File: src/rtl/pwm_phase_gen.sv
// Multi-channel phase-shifted PWM: one shared period counter, per-channel duty/phase, settings double-buffered to the period boundary.
// pwm/sync are registered (1-cycle latency from cnt); writes are always accepted, no backpressure.
module pwm_phase_gen #(
  parameter  int CHANNELS   = 8,
  parameter  int WIDTH      = 8,
  parameter  int DEF_PERIOD = 2**WIDTH - 1,
  localparam int AW         = (CHANNELS > 2) ? $clog2(CHANNELS) : 1
) (
  input  logic                clk,
  input  logic                rst_n,
  input  logic                en,
  input  logic                wr_en,
  input  logic [1:0]          wr_sel,
  input  logic [AW-1:0]       wr_addr,
  input  logic [WIDTH-1:0]    wr_data,
  output logic [CHANNELS-1:0] pwm,
  output logic                sync
);

  localparam logic [WIDTH-1:0] LP_PERIOD  = WIDTH'(DEF_PERIOD);
  localparam logic [WIDTH-1:0] LP_DUTY    = WIDTH'((DEF_PERIOD + 1) / 2);
  localparam int               LP_PH_STEP = (DEF_PERIOD + 1) / CHANNELS;
  localparam logic [AW:0]      LP_NCH     = (AW+1)'(CHANNELS);

  logic [WIDTH-1:0]    r_cnt;
  logic [WIDTH-1:0]    r_period_pend;
  logic [WIDTH-1:0]    r_period_act;
  logic [WIDTH-1:0]    r_duty_pend  [CHANNELS];
  logic [WIDTH-1:0]    r_duty_act   [CHANNELS];
  logic [WIDTH-1:0]    r_phase_pend [CHANNELS];
  logic [WIDTH-1:0]    r_phase_act  [CHANNELS];
  logic [CHANNELS-1:0] r_pwm;
  logic                r_sync;

  logic [WIDTH-1:0]    w_duty_nxt  [CHANNELS];
  logic [WIDTH-1:0]    w_phase_nxt [CHANNELS];
  logic [WIDTH-1:0]    w_period_nxt;
  logic                w_addr_ok;
  logic                w_wrap;
  logic                w_apply;
  logic [WIDTH:0]      w_len;
  logic [CHANNELS-1:0] w_pwm_nxt;

  assign w_addr_ok = ({1'b0, wr_addr} < LP_NCH);
  assign w_wrap    = en && (r_cnt == r_period_act);
  assign w_apply   = !en || w_wrap;
  assign w_len     = {1'b0, r_period_act} + {{WIDTH{1'b0}}, 1'b1};

  // Pending image including this cycle's write, so a write in the wrap cycle lands in the same boundary.
  always_comb begin
    w_duty_nxt   = r_duty_pend;
    w_phase_nxt  = r_phase_pend;
    w_period_nxt = r_period_pend;
    if (wr_en) begin
      case (wr_sel)
        2'b00:   if (w_addr_ok) w_duty_nxt[wr_addr] = wr_data;
        2'b01:   if (w_addr_ok) w_phase_nxt[wr_addr] = wr_data;
        2'b10:   w_period_nxt = wr_data;
        default: ;
      endcase
    end
  end

  for (genvar g = 0; g < CHANNELS; g++) begin : g_ch
    logic [WIDTH-1:0] w_ph;
    logic [WIDTH:0]   w_sum;
    logic [WIDTH:0]   w_lc;
    // A phase beyond the period has no meaningful position, so it collapses to 0.
    assign w_ph         = (r_phase_act[g] <= r_period_act) ? r_phase_act[g] : '0;
    assign w_sum        = {1'b0, r_cnt} + {1'b0, w_ph};
    assign w_lc         = (w_sum > {1'b0, r_period_act}) ? (w_sum - w_len) : w_sum;
    assign w_pwm_nxt[g] = en && (w_lc < {1'b0, r_duty_act[g]});
  end

  always_ff @(posedge clk or negedge rst_n) begin
    if (!rst_n) begin
      r_cnt         <= '0;
      r_pwm         <= '0;
      r_sync        <= 1'b0;
      r_period_pend <= LP_PERIOD;
      r_period_act  <= LP_PERIOD;
      for (int n = 0; n < CHANNELS; n++) begin
        r_duty_pend[n]  <= LP_DUTY;
        r_duty_act[n]   <= LP_DUTY;
        r_phase_pend[n] <= WIDTH'(n * LP_PH_STEP);
        r_phase_act[n]  <= WIDTH'(n * LP_PH_STEP);
      end
    end else begin
      r_duty_pend   <= w_duty_nxt;
      r_phase_pend  <= w_phase_nxt;
      r_period_pend <= w_period_nxt;
      if (w_apply) begin
        r_duty_act   <= w_duty_nxt;
        r_phase_act  <= w_phase_nxt;
        r_period_act <= w_period_nxt;
      end
      if (w_apply) r_cnt <= '0;
      else         r_cnt <= r_cnt + WIDTH'(1);
      r_pwm  <= w_pwm_nxt;
      r_sync <= en && (r_cnt == '0);
    end
  end

  assign pwm  = r_pwm;
  assign sync = r_sync;

endmodule

File: config.mk
export PLATFORM = sky130hd
export DESIGN_NAME = pwm_phase_gen
export DESIGN_NICKNAME = d
export VERILOG_FILES = /design/src/rtl/pwm_phase_gen.sv
export SDC_FILE = /design/constraint.sdc
export NUM_CORES = 1
export LEC_CHECK = 0
export ABC_AREA = 1
export CAP_MARGIN = 15
export CORE_ASPECT_RATIO = 0.8
export CORE_MARGIN = 5
export CORE_UTILIZATION = 45
export CTS_BUF_LIST = sky130_fd_sc_hd__clkbuf_4
export DETAILED_ROUTE_END_ITERATION = 8
export HOLD_SLACK_MARGIN = 0.05
export SYNTH_ARGS = -nofsm -noshare
export SYNTH_HDL_FRONTEND = slang
export SYNTH_SLANG_ARGS = --single-unit
File: constraint.sdc
create_clock -name clk -period 5.3 [get_ports clk]
set_input_delay 0.53 -clock clk [delete_from_list [all_inputs] [get_ports clk]]
set_output_delay 0.53 -clock clk [all_outputs]
set_load 0.005 [all_outputs]
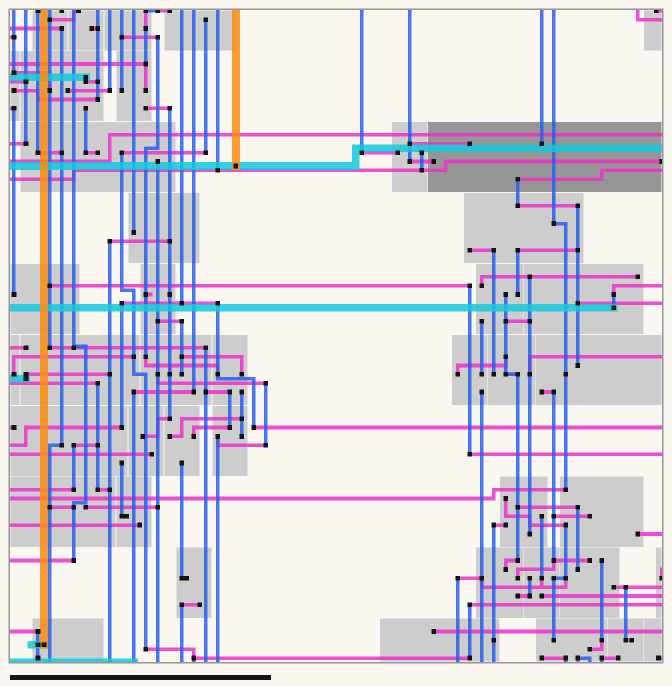
run_1/detail.png
Bar = 10 um. Window x 116 to 141, y 50 to 75 um. Cells in gray, sequential cells in the stronger gray; small squares are vias.
legend:
  orange:
    layer: metal 4
  magenta:
    layer: metal 1
  blue:
    layer: metal 2
  cyan:
    layer: metal 3
netlist names of flops here include: r_cnt (1)
sequential cells in the window: 1
most frequent: nand2_1 (8), inv_1 (7), ha_1 (6)
cells with their middle in the window: 39

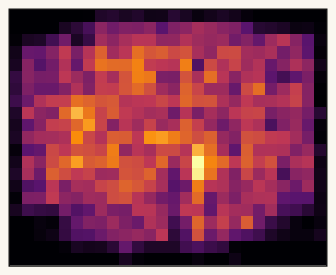
run_1/metal_density.png
The die is cut into 26 by 21 equal tiles; black is low, pale yellow is high, scaled to the fullest tile. Values are wire area over tile area, all layers added.
tiles over half the peak: 23%
nearly empty tiles: 13%
densest ninth of the die: center
fullest tile: 0.62
mean over tiles: 0.21

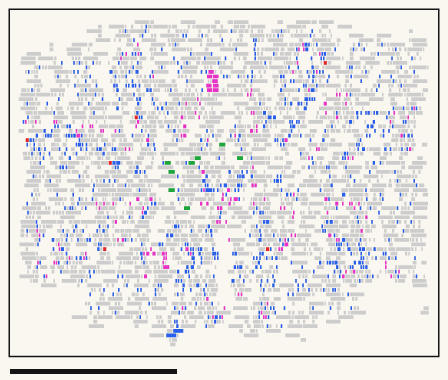
run_1/logic_types.png
Bar = 100 um.
legend:
  red:
    family: AND and OR gates
    cells: 6
    most_used: and3_1
  blue:
    family: NAND gates
    cells: 691
    most_used: nand2_1
    where: all over the die
  green:
    family: multiplexers
    cells: 8
    most_used: mux2_2
    where: center
  magenta:
    family: NOR gates
    cells: 175
    most_used: nor2_1

==> impl_metrics.env, run 1 <==
# implementation run metrics
export IMPL_status="finished, final reports clean"
export IMPL_power_clock_w=0.00209
export IMPL_p_comb_w=0.00657
export IMPL_cp_max_fo=8
export IMPL_synth_avg_cell_area_um2=7.79
export IMPL_grt_max_degree=129
export IMPL_postSynthCellCount=2806
export IMPL_synth_xor_area_share_pct=3.65
export IMPL_n_antenna_cell=5
export IMPL_aoi_share_pct=18.4
export IMPL_rows=72
export IMPL_worst_setup_path_type="flip-flop to flip-flop"
export IMPL_crit_top_cell="nand2_1"
export IMPL_ys_ff=289
export IMPL_postSynthSeqShare_pct=33.4
export IMPL_r2r_start="r_period_act[3]"
export IMPL_r2r_cells=31
export IMPL_path_clk_slew_ns=0.07
export IMPL_yosysTopAreaCell="dfrtp_1"
export IMPL_drtIter0Drc=1641
export IMPL_openroad_warnings=43
export IMPL_clock_latency_ns=0.85
export IMPL_p_per_area_nw_per_um2=461
export IMPL_r2r_end="pwm[6]"
export IMPL_wl_met3_um=4460
export IMPL_post_route_period_util_pct=95.6
export IMPL_seq_cells=289
export IMPL_vias=20000
export IMPL_initial_utilization_pct=45.4
export IMPL_grtUsageMet1_pct=35.9
export IMPL_max_clock_path_buffers=3
export IMPL_clock_cell_area_share_pct=4.11
export IMPL_ys_sh_mux_pct=0.412
export IMPL_worstSetupEndpoint="pwm[6]"
export IMPL_grt_pass1_wl_um=105000
export IMPL_hold_viol=0
export IMPL_finalSetupViolCount=0
export IMPL_dieHeight_um=207
export IMPL_fin_ws_ns=0.233
export IMPL_grt_busiest_layer="met2"
export IMPL_routed_wl_um=68500
export IMPL_rrSetupSlack_ns=0.23
export IMPL_num_io_pins=26
export IMPL_cts_root_buf="clkbuf_4"
export IMPL_simple_gate_share_pct=16.4
export IMPL_combPwrFrac_pct=56.9
export IMPL_firstDrtPassIters=5
export IMPL_ff_type="dfrtp_1"
export IMPL_inv_count=371
export IMPL_hp_class="input pin to asynchronous set/reset pin"
export IMPL_tns_ns=0
export IMPL_buffers=138
export IMPL_logic_gates=2067
export IMPL_slew_viol_final=0
export IMPL_gr_usage_all_layers_pct=24.9
export IMPL_final_nets=3297
export IMPL_max_stage_delay_ns=0.57
export IMPL_gp_congestion=0.949
export IMPL_cap_violations=0
export IMPL_switchingPower_w=0.00518
export IMPL_cp_arrival_ns=5.80
export IMPL_top_layer_used="met5"
export IMPL_finalPower_w=0.0116
export IMPL_cts_hold_buf=1
export IMPL_p_seq_w=0.00289
export IMPL_drt_met1_wl_um=32100
export IMPL_ir_drop_mv=0.288
export IMPL_switching_share_pct=44.8
export IMPL_async_flop_share_pct=100
export IMPL_worstSetupStartpoint="r_period_act[3]"
export IMPL_buf_share_pct=4.78
export IMPL_timing_hold_ws_ns=0.349
export IMPL_grt_ovfl_total=0
export IMPL_top_cell="nand2_1"
export IMPL_clkPwrFrac_pct=18.1
export IMPL_synth_area_um2=21900
export IMPL_power_leader="combinational cells"
export IMPL_seqPwrFrac_pct=25.0
export IMPL_fin_area_um2=25100
export IMPL_drive_gt1_share_pct=14.7
export IMPL_leakage_nw=12.3
export IMPL_yosys_cells=2806
export IMPL_stdcell_count=3648
export IMPL_die_w_um=256
export IMPL_fin_skew_ns=0.0732
export IMPL_slowest_stage="dfstp_2"
export IMPL_dp_cells=3459
export IMPL_startpoint_type="flip-flop"
export IMPL_edf_count=0
export IMPL_routedWlPerCell_um=18.8
==> run 1 -> run 2 <==
--- a/config.mk
+++ b/config.mk
@@ -16,3 +16,4 @@
 export SYNTH_ARGS = -nofsm -noshare
 export SYNTH_HDL_FRONTEND = slang
 export SYNTH_SLANG_ARGS = --single-unit
+export TNS_END_PERCENT = 1
==> constraint.sdc (replaced) <==
create_clock -name clk -period 4.1 [get_ports clk]
set_input_delay 0.41 -clock clk [delete_from_list [all_inputs] [get_ports clk]]
set_output_delay 0.41 -clock clk [all_outputs]
set_load 0.005 [all_outputs]
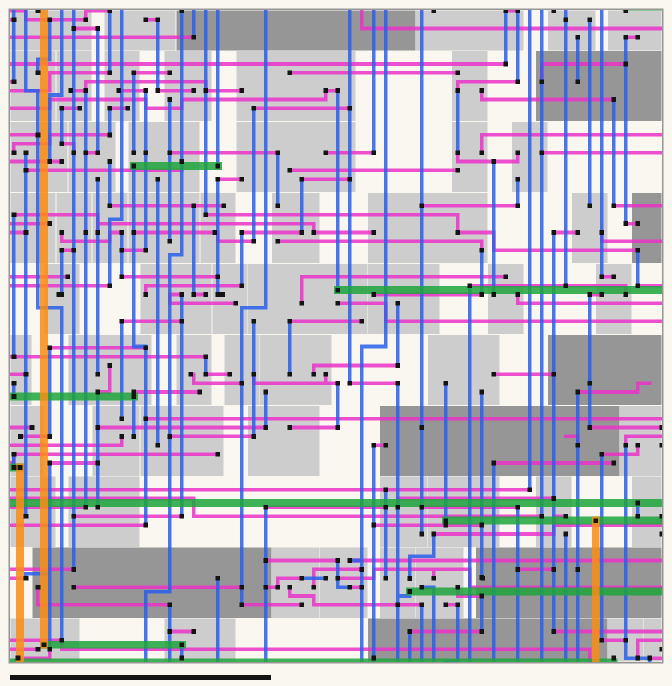
run_2/detail.png
Bar = 10 um. Window x 116 to 141, y 50 to 75 um. Cells in gray, sequential cells in the stronger gray; small squares are vias.

==> run 2 against run 1 <==
Net effect: the flow now finishes with violations (negative setup slack); sequential power grew 29%; count of clock-buffer cells in the layout shrank 1; via count grew 7.8%; die size is the same; wire length grew 7.7%; global-route usage grew 1.8 points; synthesized area is the same; critical path depth grew 1; fmax grew 0.62%; sequential share of layout area shrank 4.3 points; non-clock buffer count grew 391; critical path type unchanged; critical endpoint is now pwm[5].
==> impl_metrics.env, run 2 <==
# implementation run metrics
export IMPL_simple_gate_share_pct=16.4
export IMPL_worst_setup_path_type="flip-flop to flip-flop"
export IMPL_vias=21500
export IMPL_cp_max_fo=6
export IMPL_p_seq_w=0.00373
export IMPL_initial_utilization_pct=45.4
export IMPL_buf_share_pct=14.7
export IMPL_grtUsageMet1_pct=38.2
export IMPL_buffers=529
export IMPL_dieHeight_um=207
export IMPL_ff_type="dfrtp_1"
export IMPL_finalSetupViolCount=8
export IMPL_seqPwrFrac_pct=20.9
export IMPL_power_clock_w=0.00274
export IMPL_failed_checks="negative setup slack"
export IMPL_fin_ws_ns=-0.935
export IMPL_switching_share_pct=42.8
export IMPL_yosysTopAreaCell="dfrtp_1"
export IMPL_seq_cells=289
export IMPL_worstSetupStartpoint="r_period_act[1]"
export IMPL_status="complete, but fails checks"
export IMPL_async_flop_share_pct=100
export IMPL_synth_xor_area_share_pct=3.65
export IMPL_inv_count=370
export IMPL_ys_ff=289
export IMPL_switchingPower_w=0.00763
export IMPL_finalPower_w=0.0178
export IMPL_cp_arrival_ns=5.78
export IMPL_cts_hold_buf=1
export IMPL_synth_area_um2=21900
export IMPL_grt_ovfl_total=0
export IMPL_r2r_end="pwm[5]"
export IMPL_startpoint_type="flip-flop"
export IMPL_fin_skew_ns=0.0466
export IMPL_num_io_pins=26
Power and IR drop assume default switching activity.
